`src/rtl/dmem_arbiter_if.sv`:
```
// rtl/dmem_arbiter_if.sv - core/host/dmem signal bundle for the data memory arbiter
interface dmem_arbiter_if #(
  parameter int AW = 8,
  parameter int DW = 8
);
  logic          core_req;
  logic          core_we;
  logic [AW-1:0] core_addr;
  logic [DW-1:0] core_wdata;
  logic          core_gnt;
  logic          core_stall;
  logic [DW-1:0] core_rdata;
  logic          core_rvalid;
  logic          host_req;
  logic          host_we;
  logic [AW-1:0] host_addr;
  logic [DW-1:0] host_wdata;
  logic          host_gnt;
  logic [DW-1:0] host_rdata;
  logic          host_rvalid;
  logic          mem_we;
  logic [AW-1:0] mem_addr;
  logic [DW-1:0] mem_di;
  logic [DW-1:0] mem_dout;

  modport slave (
    input  core_req, core_we, core_addr, core_wdata,
    input  host_req, host_we, host_addr, host_wdata,
    input  mem_dout,
    output core_gnt, core_stall, core_rdata, core_rvalid,
    output host_gnt, host_rdata, host_rvalid,
    output mem_we, mem_addr, mem_di
  );

  modport master (
    output core_req, core_we, core_addr, core_wdata,
    output host_req, host_we, host_addr, host_wdata,
    output mem_dout,
    input  core_gnt, core_stall, core_rdata, core_rvalid,
    input  host_gnt, host_rdata, host_rvalid,
    input  mem_we, mem_addr, mem_di
  );
endinterface

```
`src/rtl/dmem_arbiter.sv`:
```
// rtl/dmem_arbiter.sv - single-port dmem arbiter, core priority with host starvation guard
module dmem_arbiter #(
  parameter int AW         = 8,
  parameter int DW         = 8,
  parameter int STARVE_MAX = 4
) (
  input  logic          clk,
  input  logic          reset,
  dmem_arbiter_if.slave bus
);
  localparam int CW = $clog2(STARVE_MAX + 1);
  localparam logic [CW-1:0] SMAX = CW'(STARVE_MAX);

  typedef enum logic {CORE_PRI, HOST_PRI} state_t;

  state_t        state_q, state_d;
  logic [CW-1:0] starve_q, starve_d;
  logic          core_gnt, host_gnt;
  logic [DW-1:0] core_rdata_q, host_rdata_q;
  logic          core_rvalid_q, host_rvalid_q;

  always_ff @(posedge clk or posedge reset) begin
    if (reset) begin
      state_q       <= CORE_PRI;
      starve_q      <= '0;
      core_rdata_q  <= '0;
      host_rdata_q  <= '0;
      core_rvalid_q <= 1'b0;
      host_rvalid_q <= 1'b0;
    end else begin
      state_q       <= state_d;
      starve_q      <= starve_d;
      core_rvalid_q <= core_gnt & ~bus.core_we;
      host_rvalid_q <= host_gnt & ~bus.host_we;
      if (core_gnt && !bus.core_we) core_rdata_q <= bus.mem_dout;
      if (host_gnt && !bus.host_we) host_rdata_q <= bus.mem_dout;
    end
  end

  // Grants are masked during reset so no write can reach dmem while it is asserted.
  always_comb begin
    core_gnt = 1'b0;
    host_gnt = 1'b0;
    state_d  = state_q;
    starve_d = starve_q;
    if (!reset) begin
      if (state_q == HOST_PRI) begin
        host_gnt = bus.host_req;
        core_gnt = bus.core_req & ~bus.host_req;
      end else begin
        core_gnt = bus.core_req;
        host_gnt = bus.host_req & ~bus.core_req;
      end
    end
    if (!bus.host_req || host_gnt) starve_d = '0;
    else if (starve_q != SMAX) starve_d = starve_q + CW'(1);
    if (state_q == CORE_PRI) begin
      if (starve_d == SMAX) state_d = HOST_PRI;
    end else begin
      if (host_gnt || !bus.host_req) state_d = CORE_PRI;
    end
  end

  always_comb begin
    bus.mem_we   = 1'b0;
    bus.mem_addr = '0;
    bus.mem_di   = '0;
    if (core_gnt) begin
      bus.mem_we   = bus.core_we;
      bus.mem_addr = bus.core_addr;
      bus.mem_di   = bus.core_wdata;
    end else if (host_gnt) begin
      bus.mem_we   = bus.host_we;
      bus.mem_addr = bus.host_addr;
      bus.mem_di   = bus.host_wdata;
    end
  end

  assign bus.core_gnt    = core_gnt;
  assign bus.core_stall  = bus.core_req & ~core_gnt;
  assign bus.core_rdata  = core_rdata_q;
  assign bus.core_rvalid = core_rvalid_q;
  assign bus.host_gnt    = host_gnt;
  assign bus.host_rdata  = host_rdata_q;
  assign bus.host_rvalid = host_rvalid_q;
endmodule
```
`src/flat_wrapper.sv`:
```
// flat-port wrapper written by rule: the top's interface ports become plain ports
module dmem_arbiter_flat 
#(
  parameter int AW         = 8,
  parameter int DW         = 8,
  parameter int STARVE_MAX = 4
)
  (clk, reset, bus_core_req, bus_core_we, bus_core_addr, bus_core_wdata, bus_host_req, bus_host_we, bus_host_addr, bus_host_wdata, bus_mem_dout, bus_core_gnt, bus_core_stall, bus_core_rdata, bus_core_rvalid, bus_host_gnt, bus_host_rdata, bus_host_rvalid, bus_mem_we, bus_mem_addr, bus_mem_di);
  dmem_arbiter_if #(.AW(AW), .DW(DW)) bus_i ();
  input  logic clk;
  input  logic reset;
  input wire logic [$bits(bus_i.core_req)-1:0] bus_core_req;
  input wire logic [$bits(bus_i.core_we)-1:0] bus_core_we;
  input wire logic [$bits(bus_i.core_addr)-1:0] bus_core_addr;
  input wire logic [$bits(bus_i.core_wdata)-1:0] bus_core_wdata;
  input wire logic [$bits(bus_i.host_req)-1:0] bus_host_req;
  input wire logic [$bits(bus_i.host_we)-1:0] bus_host_we;
  input wire logic [$bits(bus_i.host_addr)-1:0] bus_host_addr;
  input wire logic [$bits(bus_i.host_wdata)-1:0] bus_host_wdata;
  input wire logic [$bits(bus_i.mem_dout)-1:0] bus_mem_dout;
  output wire logic [$bits(bus_i.core_gnt)-1:0] bus_core_gnt;
  output wire logic [$bits(bus_i.core_stall)-1:0] bus_core_stall;
  output wire logic [$bits(bus_i.core_rdata)-1:0] bus_core_rdata;
  output wire logic [$bits(bus_i.core_rvalid)-1:0] bus_core_rvalid;
  output wire logic [$bits(bus_i.host_gnt)-1:0] bus_host_gnt;
  output wire logic [$bits(bus_i.host_rdata)-1:0] bus_host_rdata;
  output wire logic [$bits(bus_i.host_rvalid)-1:0] bus_host_rvalid;
  output wire logic [$bits(bus_i.mem_we)-1:0] bus_mem_we;
  output wire logic [$bits(bus_i.mem_addr)-1:0] bus_mem_addr;
  output wire logic [$bits(bus_i.mem_di)-1:0] bus_mem_di;
  assign bus_i.core_req = bus_core_req;
  assign bus_i.core_we = bus_core_we;
  assign bus_i.core_addr = bus_core_addr;
  assign bus_i.core_wdata = bus_core_wdata;
  assign bus_i.host_req = bus_host_req;
  assign bus_i.host_we = bus_host_we;
  assign bus_i.host_addr = bus_host_addr;
  assign bus_i.host_wdata = bus_host_wdata;
  assign bus_i.mem_dout = bus_mem_dout;
  assign bus_core_gnt = bus_i.core_gnt;
  assign bus_core_stall = bus_i.core_stall;
  assign bus_core_rdata = bus_i.core_rdata;
  assign bus_core_rvalid = bus_i.core_rvalid;
  assign bus_host_gnt = bus_i.host_gnt;
  assign bus_host_rdata = bus_i.host_rdata;
  assign bus_host_rvalid = bus_i.host_rvalid;
  assign bus_mem_we = bus_i.mem_we;
  assign bus_mem_addr = bus_i.mem_addr;
  assign bus_mem_di = bus_i.mem_di;
  dmem_arbiter #(.AW(AW), .DW(DW), .STARVE_MAX(STARVE_MAX)) u_core (.clk(clk), .reset(reset), .bus(bus_i));
endmodule
```
`config.mk`:
```
export PLATFORM = sky130hd
export DESIGN_NAME = dmem_arbiter_flat
export DESIGN_NICKNAME = d
export VERILOG_FILES = /design/src/rtl/dmem_arbiter_if.sv /design/src/rtl/dmem_arbiter.sv /design/src/flat_wrapper.sv
export SDC_FILE = /design/constraint.sdc
export NUM_CORES = 1
export LEC_CHECK = 0
export CAP_MARGIN = 10
export CELL_PAD_IN_SITES_DETAIL_PLACEMENT = 1
export CELL_PAD_IN_SITES_GLOBAL_PLACEMENT = 1
export CORE_MARGIN = 2
export CORE_UTILIZATION = 24
export DETAILED_ROUTE_END_ITERATION = 10
export PLACE_DENSITY_LB_ADDON = 0.25
export SYNTH_ARGS = -nofsm -noshare
export SYNTH_HDL_FRONTEND = slang
export SYNTH_SLANG_ARGS = --single-unit
```
`constraint.sdc`:
```
create_clock -name clk -period 2.2 [get_ports clk]
set_input_delay 0.44 -clock clk [delete_from_list [all_inputs] [get_ports clk]]
set_output_delay 0.44 -clock clk [all_outputs]
set_load 0.01 [all_outputs]
```
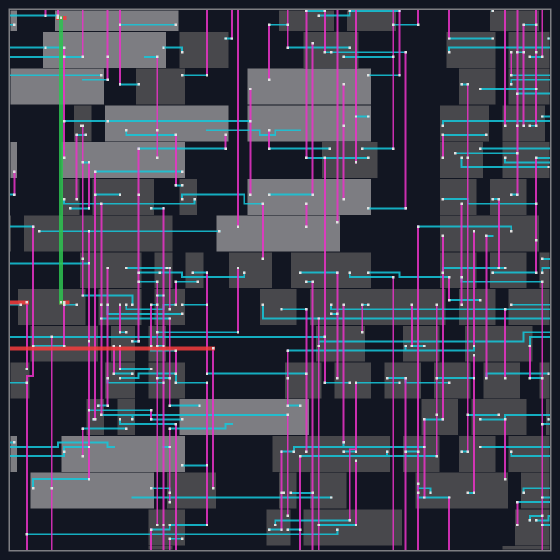
*A small window of the routed layout, run 1*
Window x 16 to 56, y 16 to 56 µm. Cells in gray, sequential cells in the stronger gray; small squares are vias.
Red is metal 3. Cyan is metal 1. Magenta is metal 2. Green is metal 4.
81 logic cells have their middle in the window. Most frequent: buf_4 (17), clkdlybuf4s50_1 (13), dfrtp_1 (11). Sequential cells in the window: 12. Netlist names of flops here include `u_core.bus.host_rdata` (4), `u_core.starve_q` (3), `u_core.bus.core_rdata` (2).

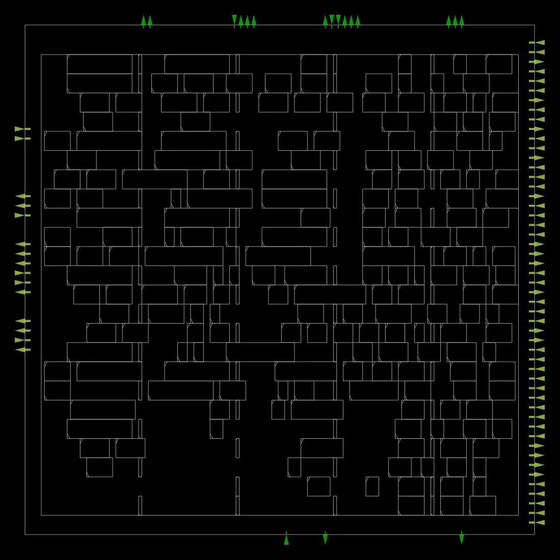
*Cell placement, run 1*
fillers: 465
post-layout util: 0.515

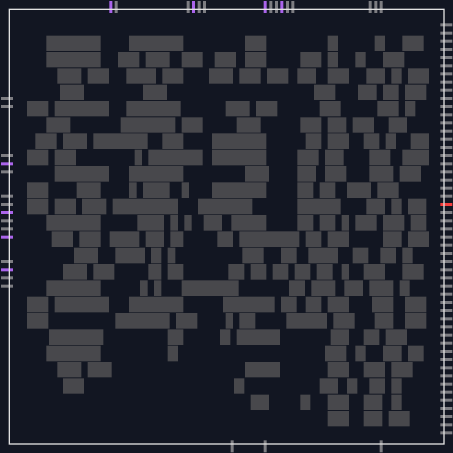
*Ports around the boundary, run 1*
Drawn at 6 px/µm. Pins as bars across the die edge, other pins in gray.
Red is `bus_core_stall`, pins 1, direction output, edge right. Purple is `bus_host_rdata`, pins 8, direction output, edge 4 top, 4 left.
All pins by edge: 51 right, 15 top, 15 left, 3 bottom.

==> impl_metrics.toml, run 1 <==
# physical design summary
[cells_and_area]
flops = 22
clock_area_frac = 0.0314
drive_above_1_share = 0.375
final_area_mm2 = 0.00227
seq_share = 0.243
antenna_cells = 0
layout_top_cell = "clkdlybuf4s50_1"
inverters = 6
clock_buffers = 3
bufAreaShareNonClock = 0.441
dominant_cells = "non-clock buffers"
ff_latch_area_um2 = 552
comb-cell-share = 0.247
comb_cells = 55
fin_nets = 249
n_all_buffers = 113
comb_area_um2 = 561
lay_top_cells = "clkdlybuf4s50_1 (61), buf_4 (25), dfrtp_1 (21)"
area_delta_synth_final_pct = 104

[logic_synthesis]
synthCells = 86
syn_area_mm2 = 0.00112
ys_area_mm2 = 0.00112
synth_nets = 134
top_cell_area_share = 0.493
synth_top_cell_by_area = "dfrtp_1"
synth_cell_type_count = 23
ys_cells = 86
synth_flops = 22
synth_warnings = 0
area_leaders = "dfrtp_1 (49%), mux2_2 (16%), a22o_1 (13%), a2111oi_4 (2.5%), ha_1 (2.2%)"
synth.avg_cell_area_um2 = 13.0
synth-seq-area-share = 0.493

[clock_tree]
cts_max_level = 1
clk_latency_ns = 0.26
numCtsBuffers = 3
clock_path_buffers = 2
clkTransAtPathRegs_ns = 0.08
hold_buffers = 0
cts_tree = "done"
root_buffer = "clkbuf_8"
clock_sinks = 22

[final_timing]
finalHoldViolCount = 0
max_freq_ghz = 0.455
fin_worst_skew_ns = 0.00146
setup_violations = 0
max_slew_margin = 0.647
period_used_share = 0.999
layout_min_cycle_time_ns = 2.20
fin_ws_ns = 0.00218
fin_tns_setup_ns = 0
tightestPinTransition_ns = 0.524
timing.final.max_slew_violations = 0
holdWs_ns = 0.453

[place]
dp_hpwl_um = 3000
io_buffers = 83
globalplace.congestion = 0.757
place_ws_ns = -0.409
placed_cell_area_mm2 = 0.00210

[detailed_routing]
drtPass1Iterations = 2
remaining_drc_errors = 0
wl_per_cell_um = 16.3
vias = 1171
drt_iter0_drc = 11
ant_nets = 0
viasPerCell = 4.65
routed_wl_um = 4100

[floorplanning]
design.core.area_mm2 = 0.00441
ioPinCount = 84
die_h_um = 72.2
num_rows = 24
taps = 52
fp_util = 0.253
dieWidth_um = 72.2
die_area_mm2 = 0.00521

[critical_path]
critPathMaxStageDelay_ns = 0.51
path_class = "input pin to output port"
path_cells = "clkdlybuf4s50_1 -> nor4bb_2 -> o21ba_4 -> dlygate4sd2_1"
worstPathMaxFanout = 2
worst_setup_path_start_kind = "input pin"
cp_data_required_time_ns = 1.76
end_kind = "output port"
cp_slowest_cell = "clkdlybuf4s50_1"
cp.arrival_ns = 1.76

[power]
peakVddDrop_v = 0.000444
p_leak_uw = 0.00104
power.density_mw_per_mm2 = 593

[global_routing]
grt_pass1_wl_um = 6290
first_global_vias = 1254
grtUsageTotal = 0.156
antenna_found_initial = 0
overflow = 0
grt_max_degree = 23

[min_path]
min_path_type = "input pin to asynchronous set/reset pin"

[status]
status = "completed"

[run]
maxCapViolCount = 0
warnings = 27
-- run 1: Yosys cell counts --
| master | number |
|---|---|
| a31oi_1 | 1 |
| nor4b_4 | 1 |
| nor3b_2 | 1 |
| xnor2_1 | 1 |
| buf_2 | 2 |
| inv_1 | 6 |
| o21ai_0 | 3 |
| nand2_1 | 1 |
| nor4bb_1 | 1 |
| a22o_1 | 16 |
| dfrtp_1 | 22 |
| nor3b_1 | 1 |
| nor2_1 | 4 |
| clkbuf_1 | 1 |
| a211oi_2 | 1 |
| nand3b_1 | 1 |
| nor2b_1 | 1 |
| ha_1 | 2 |
| a2111oi_4 | 1 |
| a221oi_1 | 1 |
| nor2b_2 | 1 |
| o21ba_2 | 1 |
| mux2_2 | 16 |
-- run 1: stage by stage --
step	power [µW]	instances
3_5_place_dp	981	230
3_3_place_gp	965	230
6_report	1350	252
4_1_cts	1370	250
5_1_grt	1430	252
2_1_floorplan	676	86
-- run 1: state kept, by name, indices dropped and copies added, names as in the netlist --
signal and flops:
u_core.bus.core_rdata 8, u_core.bus.core_rvalid 1, u_core.bus.host_rdata 8, u_core.bus.host_rvalid 1, u_core.starve_q 3, u_core.state_q 1
-- run 1: where the power goes --
part | leakage (µW) | switching (µW) | total, µW | internal (µW)
combinational | 0.000731 | 168 | 471 | 302
sequential | 0.000270 | 36.3 | 508 | 471
clock | 0.0000357 | 127 | 369 | 243
-- run 1: final timing paths --
kind / from / to / slack (ns) / cells after the start
max: bus_host_we / bus_mem_we / 0.002 / 4
max reg2reg: u_core.state_q$_DFF_PP0_ / u_core.bus.host_rdata[2]$_DFFE_PP0P_ / 0.54 / 6
min in group clk: u_core.bus.host_rdata[5]$_DFFE_PP0P_ / u_core.bus.host_rdata[5]$_DFFE_PP0P_ / 0.51 / 1
min reg2reg: u_core.bus.host_rdata[5]$_DFFE_PP0P_ / u_core.bus.host_rdata[5]$_DFFE_PP0P_ / 0.51 / 1
max in group asynchronous: reset / u_core.state_q$_DFF_PP0_ / 1.52 / 4
min: reset / u_core.bus.core_rvalid$_DFF_PP0_ / 0.45 / 4
-- run 1: worst max-delay path: cells and delay by family --
family,cells,cell delay (ns)
buf+inv,2,0.77
simple gates,1,0.37
compound gates,1,0.18
-- run 1: routing by layer --
metal / track usage / up-vias / part of all wire
li1: - / 547 / -
met1: 0.194 / 552 / 0.41
met2: 0.272 / 68 / 0.48
met3: 0.0292 / 4 / 0.10
met4: 0.0503 / 0 / 0.011
met5: 0 / - / 0
-- run 1: cell families (layout without fill, tap and decap cells) --
| family | Yosys count | count (layout) | share of synthesized area |
|---|---|---|---|
| buffers and inverters | 9 | 123 | 0.0325 |
| DFF | 22 | 22 | 0.493 |
| muxes | 16 | 16 | 0.161 |
| AOI/OAI and AO/OA | 24 | 24 | 0.197 |
| and+or+nand+nor | 12 | 12 | 0.0852 |
| xor gates and xnor gates | 1 | 1 | 0.00785 |
| adders and majority gates | 2 | 2 | 0.0224 |
-- run 1: timing repair --
action                     4_1_cts  5_1_grt
gates resized                   52       24
setup endpoints to repair       20       17
cloned                           3        0
setup buffers                   13        2
pin swaps                        2        3
### The metal 2 layer, run 1

Drawn at 4 px/µm. Cells faint in the background.
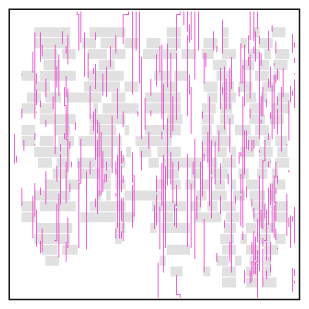

## Run 2: what changed since run 1
==> constraint.sdc (replaced) <==
create_clock -name clk -period 2.3 [get_ports clk]
set_input_delay 0.46 -clock clk [delete_from_list [all_inputs] [get_ports clk]]
set_output_delay 0.46 -clock clk [all_outputs]
set_load 0.01 [all_outputs]
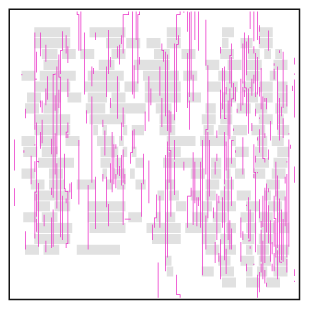
*The metal 2 layer, run 2*
Drawn at 4 px/µm. Cells faint in the background.
The wires run mostly vertical. The longest straight run is 40.0 µm. The layer carries 2090 µm of wire.

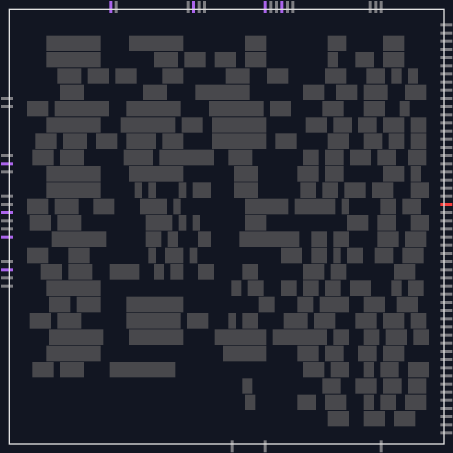
*Ports around the boundary, run 2*
Drawn at 6 px/µm. Pins as bars across the die edge, other pins in gray.
Purple is `bus_host_rdata`, pins 8, direction output, edge 4 top, 4 left. Red is `bus_core_stall`, pins 1, direction output, edge right.
All pins by edge: 51 right, 15 top, 15 left, 3 bottom.

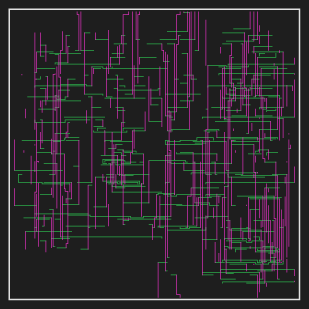
*Routed metal, one color a layer, run 2*
Drawn at 4 px/µm. Only two layers are drawn.
Green is metal 1, wire length 1470 µm. Magenta is metal 2, wire length 2090 µm.

==> impl_metrics.toml, run 2 <==
# physical design summary
[logic_synthesis]
synth-seq-area-share = 0.493
yosysMostFrequentCell = "dfrtp_1"
ys_sh_aoi = 0.197
synth.avg_cell_area_um2 = 13.0
synth_flops = 22
adder_share = 0.0224
top_cells_by_count = "dfrtp_1 (22), a22o_1 (16), mux2_2 (16)"
ys_sh_simple = 0.0852
synth_cell_type_count = 23
synthCells = 86
area_leaders = "dfrtp_1 (49%), mux2_2 (16%), a22o_1 (13%), a2111oi_4 (2.5%), ha_1 (2.2%)"
synth-xor-area-share = 0.00785
mux_share = 0.161
synth_nets = 134
async_flop_share = 1.00
synthFlopType = "dfrtp_1"

[cells_and_area]
fin_nets = 248
utilization = 0.517
layout_top_cell = "clkdlybuf4s50_1"
drive_above_1_share = 0.337
antenna_cells = 0

[global_routing]
grt_pass1_wl_um = 6330
first_global_vias = 1298
antenna_found_initial = 0

[min_path]
min_path_type = "input pin to asynchronous set/reset pin"

[clock_tree]
clock_sinks = 22
hold_buffers = 0
clock_path_buffers = 2
root_buffer = "clkbuf_8"
cts_max_level = 1
clkTransAtPathRegs_ns = 0.07
numCtsBuffers = 3
clk_latency_ns = 0.25

[final_timing]
period_used_share = 0.989
tightestPinTransition_ns = 0.488
setup_violations = 0
timing.final.max_slew_violations = 0
finalHoldViolCount = 0
max_slew_margin = 0.671
fin_tns_setup_ns = 0

[detailed_routing]
drt_iter0_drc = 15
ant_nets = 0
remaining_drc_errors = 0
vias = 1163
wl_per_cell_um = 16.6

[run]
maxCapViolCount = 0

[floorplanning]
num_rows = 24
die_area_mm2 = 0.00521
ioPinCount = 84
fp_util = 0.253
die_h_um = 72.2

[place]
placedCellCount = 230
io_buffers = 83
placed_cell_area_mm2 = 0.00210
globalplace.congestion = 0.751

[critical_path]
end_kind = "output port"
cp.arrival_ns = 1.81
worstPathMaxFanout = 4

[power]
p_leak_uw = 0.00103
power.density_mw_per_mm2 = 564
peakVddDrop_v = 0.000459

[status]
status = "completed"
## run 2: final cells by class
cell class                      instances  area, µm²
Fill cell                             469       2130
Timing Repair Buffer                  112       1010
Multi-Input combinational cell         55        563
Sequential cell                        22        552
Tap cell                               52       65.1
Clock buffer                            3       41.3
Clock inverter                          1       30.0
Inverter                                6       22.5
## run 2: critical path: stages
cell and delay [ns]:
dlygate4sd2_1 0.30, a211oi_4 0.35, buf_6 0.16, nor2_1 0.05
clkdlybuf4s50_1 0.49
## run 2: per-stage QoR
| step | hold slack [ns] | worst slack [ns] | total power (µW) |
|---|---|---|---|
| global route | 0.525 | -0.0272 | 1360 |
| global placement | 0.491 | -0.288 | 923 |
| finish | 0.500 | 0.0257 | 1290 |
| CTS | 0.514 | 0.000496 | 1300 |
| detailed placement | 0.496 | -0.377 | 939 |
| floorplan | 0.549 | 0.213 | 646 |
## run 2: kinds of logic after synthesis
| kind of cell | Yosys count |
|---|---|
| AOI/OAI and AO/OA | 24 |
| xor gates and xnor gates | 1 |
| adders and majority gates | 2 |
| buffers and inverters | 9 |
| DFF | 22 |
| muxes | 16 |
| and+or+nand+nor | 12 |
## run 2: final timing paths
kind / startpoint / end / slack (ns) / cells after the start
min in group clk: u_core.bus.core_rdata[3]$_DFFE_PP0P_ / u_core.bus.core_rdata[3]$_DFFE_PP0P_ / 0.51 / 1
worst max register to register: u_core.state_q$_DFF_PP0_ / u_core.bus.host_rdata[0]$_DFFE_PP0P_ / 0.48 / 7
max in group asynchronous: reset / u_core.state_q$_DFF_PP0_ / 1.57 / 4
worst max-delay path: bus_host_req / bus_core_stall / 0.03 / 5
worst min-delay path: reset / u_core.bus.core_rvalid$_DFF_PP0_ / 0.50 / 4
worst min register to register: u_core.bus.core_rdata[3]$_DFFE_PP0P_ / u_core.bus.core_rdata[3]$_DFFE_PP0P_ / 0.51 / 1
## run 2: timing repair
action	in CTS	in global routing
pin swaps	4	1
resized	62	4
endpoints found under the hold margin	0	0
cloned	3	0
endpoints found under the setup margin	20	15
buffers inserted	13	1
## run 2: metal layers
metal | share of wire | vias to the layer above | GRT usage
met5 | 0 | - | 0
met4 | 0.0096 | 0 | 0.0398
li1 | - | 548 | -
met2 | 0.50 | 68 | 0.298
met1 | 0.35 | 543 | 0.163
met3 | 0.13 | 4 | 0.0569
## run 2: where the power goes
group,total [µW],internal (µW),switching [µW]
Sequential,486,451,35.2
Combinational,453,291,162
Clock,348,232,116
## Run 3: what changed since run 2
--- a/config.mk
+++ b/config.mk
@@ -5,12 +5,13 @@
 export SDC_FILE = /design/constraint.sdc
 export NUM_CORES = 1
 export LEC_CHECK = 0
-export CAP_MARGIN = 10
+export CAP_MARGIN = 25
 export CELL_PAD_IN_SITES_DETAIL_PLACEMENT = 1
 export CELL_PAD_IN_SITES_GLOBAL_PLACEMENT = 1
 export CORE_MARGIN = 2
 export CORE_UTILIZATION = 24
 export DETAILED_ROUTE_END_ITERATION = 10
+export HOLD_SLACK_MARGIN = 0.02
 export PLACE_DENSITY_LB_ADDON = 0.25
 export SYNTH_ARGS = -nofsm -noshare
 export SYNTH_HDL_FRONTEND = slang
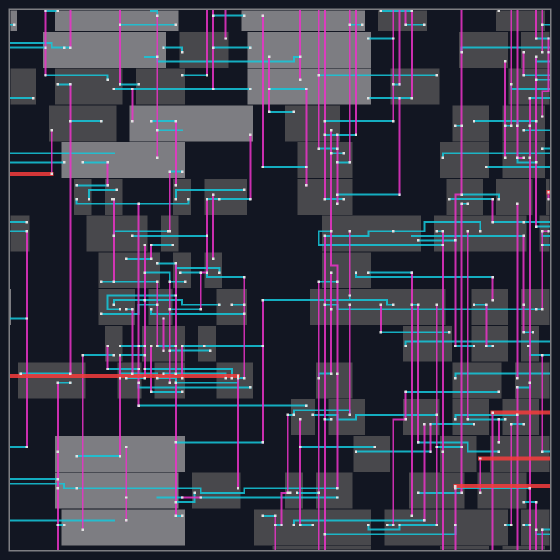
*A small window of the routed layout, run 3*
Window x 16 to 56, y 16 to 56 µm. Cells in gray, sequential cells in the stronger gray; small squares are vias.
Cyan is metal 1. Red is metal 3. Magenta is metal 2.
Sequential cells in the window: 10. 78 logic cells have their middle in the window. Most frequent: buf_4 (16), clkdlybuf4s50_1 (13), dfrtp_1 (9). Netlist names of flops here include `u_core.starve_q` (3), `u_core.bus.core_rdata` (2), `u_core.bus.host_rdata` (2).

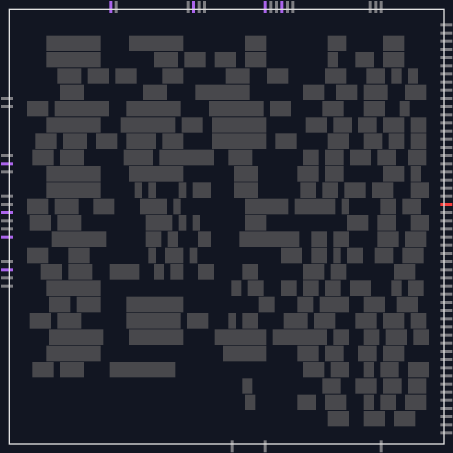
*Ports around the boundary, run 3*
Drawn at 6 px/µm. Pins as bars across the die edge, other pins in gray.
Purple is `bus_host_rdata`, pins 8, direction output, edge 4 top, 4 left. Red is `bus_core_stall`, pins 1, direction output, edge right.
All pins by edge: 51 right, 15 top, 15 left, 3 bottom.

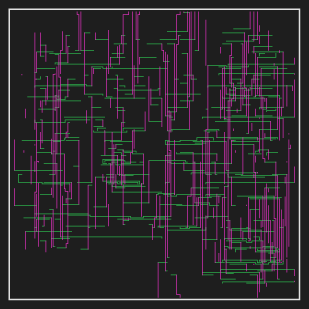
*Routed metal, one color a layer, run 3*
Drawn at 4 px/µm. Only two layers are drawn.
Green is metal 1, wire length 1470 µm. Magenta is metal 2, wire length 2090 µm.

==> impl_metrics.toml, run 3 <==
# physical design summary
[power]
p_leak_uw = 0.00103
internal_power_uw = 974
power_uw = 1290
power.density_mw_per_mm2 = 564
combPwrFrac = 0.352
pwr-share-seq = 0.378
peakVddDrop_v = 0.000459
power_frac_clock = 0.270
switching_share = 0.243
p_sw_uw = 313

[critical_path]
end_kind = "output port"
worstPathMaxFanout = 4
r2r_cells = 7
cp.depth = 5
cp.arrival_ns = 1.81
critPathMaxStageDelay_ns = 0.49
path_cells = "dlygate4sd2_1 -> a211oi_4 -> buf_6 -> nor2_1 -> clkdlybuf4s50_1"
r2r_slack_ns = 0.48
cp_slowest_cell = "clkdlybuf4s50_1"
crit_family = "buffers and inverters"
crit_buf_inv = 3
worst_setup_path_start_kind = "input pin"

[global_routing]
grt_pass1_wl_um = 6330
first_global_vias = 1298
antenna_found_initial = 0
met1_usage = 0.163
met3_usage = 0.0569
grt_use_met2 = 0.298
top_usage_layer = "met2"

[final_timing]
timing.final.max_slew_violations = 0
period_used_share = 0.989
finalHoldViolCount = 0
setup_violations = 0
tightestPinTransition_ns = 0.488
max_freq_ghz = 0.440
max_slew_margin = 0.671

[logic_synthesis]
synthFlopType = "dfrtp_1"
top_cells_by_count = "dfrtp_1 (22), a22o_1 (16), mux2_2 (16)"
async_flop_share = 1.00
synth_cell_type_count = 23
synth-seq-area-share = 0.493
synthCells = 86
synth_nets = 134
synth_top_cell_by_area = "dfrtp_1"
syn_area_mm2 = 0.00112
synth_flops = 22
yosysMostFrequentCell = "dfrtp_1"
area_leaders = "dfrtp_1 (49%), mux2_2 (16%), a22o_1 (13%), a2111oi_4 (2.5%), ha_1 (2.2%)"
synth.avg_cell_area_um2 = 13.0

[clock_tree]
clock_path_buffers = 2
cts_max_level = 1
clk_latency_ns = 0.25
clkTransAtPathRegs_ns = 0.07
numCtsBuffers = 3
root_buffer = "clkbuf_8"
clock_sinks = 22

[floorplanning]
num_rows = 24
die_area_mm2 = 0.00521
ioPinCount = 84
die_h_um = 72.2
fp_util = 0.253

[cells_and_area]
layout_top_cell = "clkdlybuf4s50_1"
fillers = 469
utilization = 0.517
antenna_cells = 0
fin_nets = 248
drive_above_1_share = 0.337

[min_path]
min_path_type = "input pin to asynchronous set/reset pin"

[detailed_routing]
vias = 1163
drt_iter0_drc = 15
wl_per_cell_um = 16.6
remaining_drc_errors = 0
routed_wl_um = 4170
ant_nets = 0

[place]
globalplace.congestion = 0.751
placedCellCount = 230
io_buffers = 83

[status]
status = "completed"

[run]
maxCapViolCount = 0
[run 3: cell counts in the layout (fill, tap and decap cells not counted)]
No cell type changed its count.
[run 3: timing repair]
action                     4_1_cts  5_1_grt
resized                         62        4
setup buffers                   13        1
hold buffers                     0        0
setup endpoints to repair       20       15
cloned                           3        0
pin swaps                        4        1
[run 3: area by class of cell]
type,count,area [µm²],share of cell area
Timing Repair Buffer,112,1010,0.442
Multi-Input combinational cell,55,563,0.247
Sequential cell,22,552,0.242
Tap cell,52,65.1,0.0285
Clock buffer,3,41.3,0.0181
Clock inverter,1,30.0,0.0132
Inverter,6,22.5,0.00986
[run 3: cells by family after synthesis]
family | Yosys count | share of synthesized area
compound gates | 24 | 0.197
flops | 22 | 0.493
mux | 16 | 0.161
simple gates | 12 | 0.0852
buf+inv | 9 | 0.0325
fa+ha+maj | 2 | 0.0224
xor+xnor | 1 | 0.00785
[run 3: metrics by stage]
stage / TNS (ns) / cell area [µm²] / hold slack [ns] / setup WS (ns)
floorplan: 0 / 1120 / 0.549 / 0.213
global placement: -5.20 / 2100 / 0.491 / -0.288
detailed placement: -6.34 / 2100 / 0.496 / -0.377
CTS: 0 / 2280 / 0.514 / 0.000496
global route: -0.0676 / 2280 / 0.525 / -0.0272
finish: 0 / 2280 / 0.500 / 0.0257
[run 3: final timing paths]
path                                                       from                                   end
max                                                bus_host_req                        bus_core_stall
min                                                       reset      u_core.bus.core_rvalid$_DFF_PP0_
max reg2reg                            u_core.state_q$_DFF_PP0_  u_core.bus.host_rdata[0]$_DFFE_PP0P_
min reg2reg                u_core.bus.core_rdata[3]$_DFFE_PP0P_  u_core.bus.core_rdata[3]$_DFFE_PP0P_
max in group asynchronous                                 reset              u_core.state_q$_DFF_PP0_
min in group clk           u_core.bus.core_rdata[3]$_DFFE_PP0P_  u_core.bus.core_rdata[3]$_DFFE_PP0P_
[run 3: power groups by stage]
stage | combinational [µW] | clock [µW] | sequential [µW]
after floorplan | 127 | 0 | 519
after detailed placement | 445 | 0 | 494
after global placement | 432 | 0 | 491
after global routing | 485 | 382 | 497
final | 453 | 348 | 486
after CTS | 456 | 361 | 487
[run 3: metal layers]
layer | vias to the layer above | wire length (µm)
li1 | 548 | -
met1 | 543 | 1470
met2 | 68 | 2090
met3 | 4 | 562
met4 | 0 | 40
met5 | - | 0
[run 3: worst reg2reg max path, stage by stage (launching register included)]
cell and delay, ns:
dfrtp_2 0.48, nor2b_4 0.08, buf_4 0.15, buf_4 0.12, buf_4 0.13, nor4b_4 0.26
buf_12 0.17, mux2_2 0.33
Power is estimated from default activity; no workload was simulated.
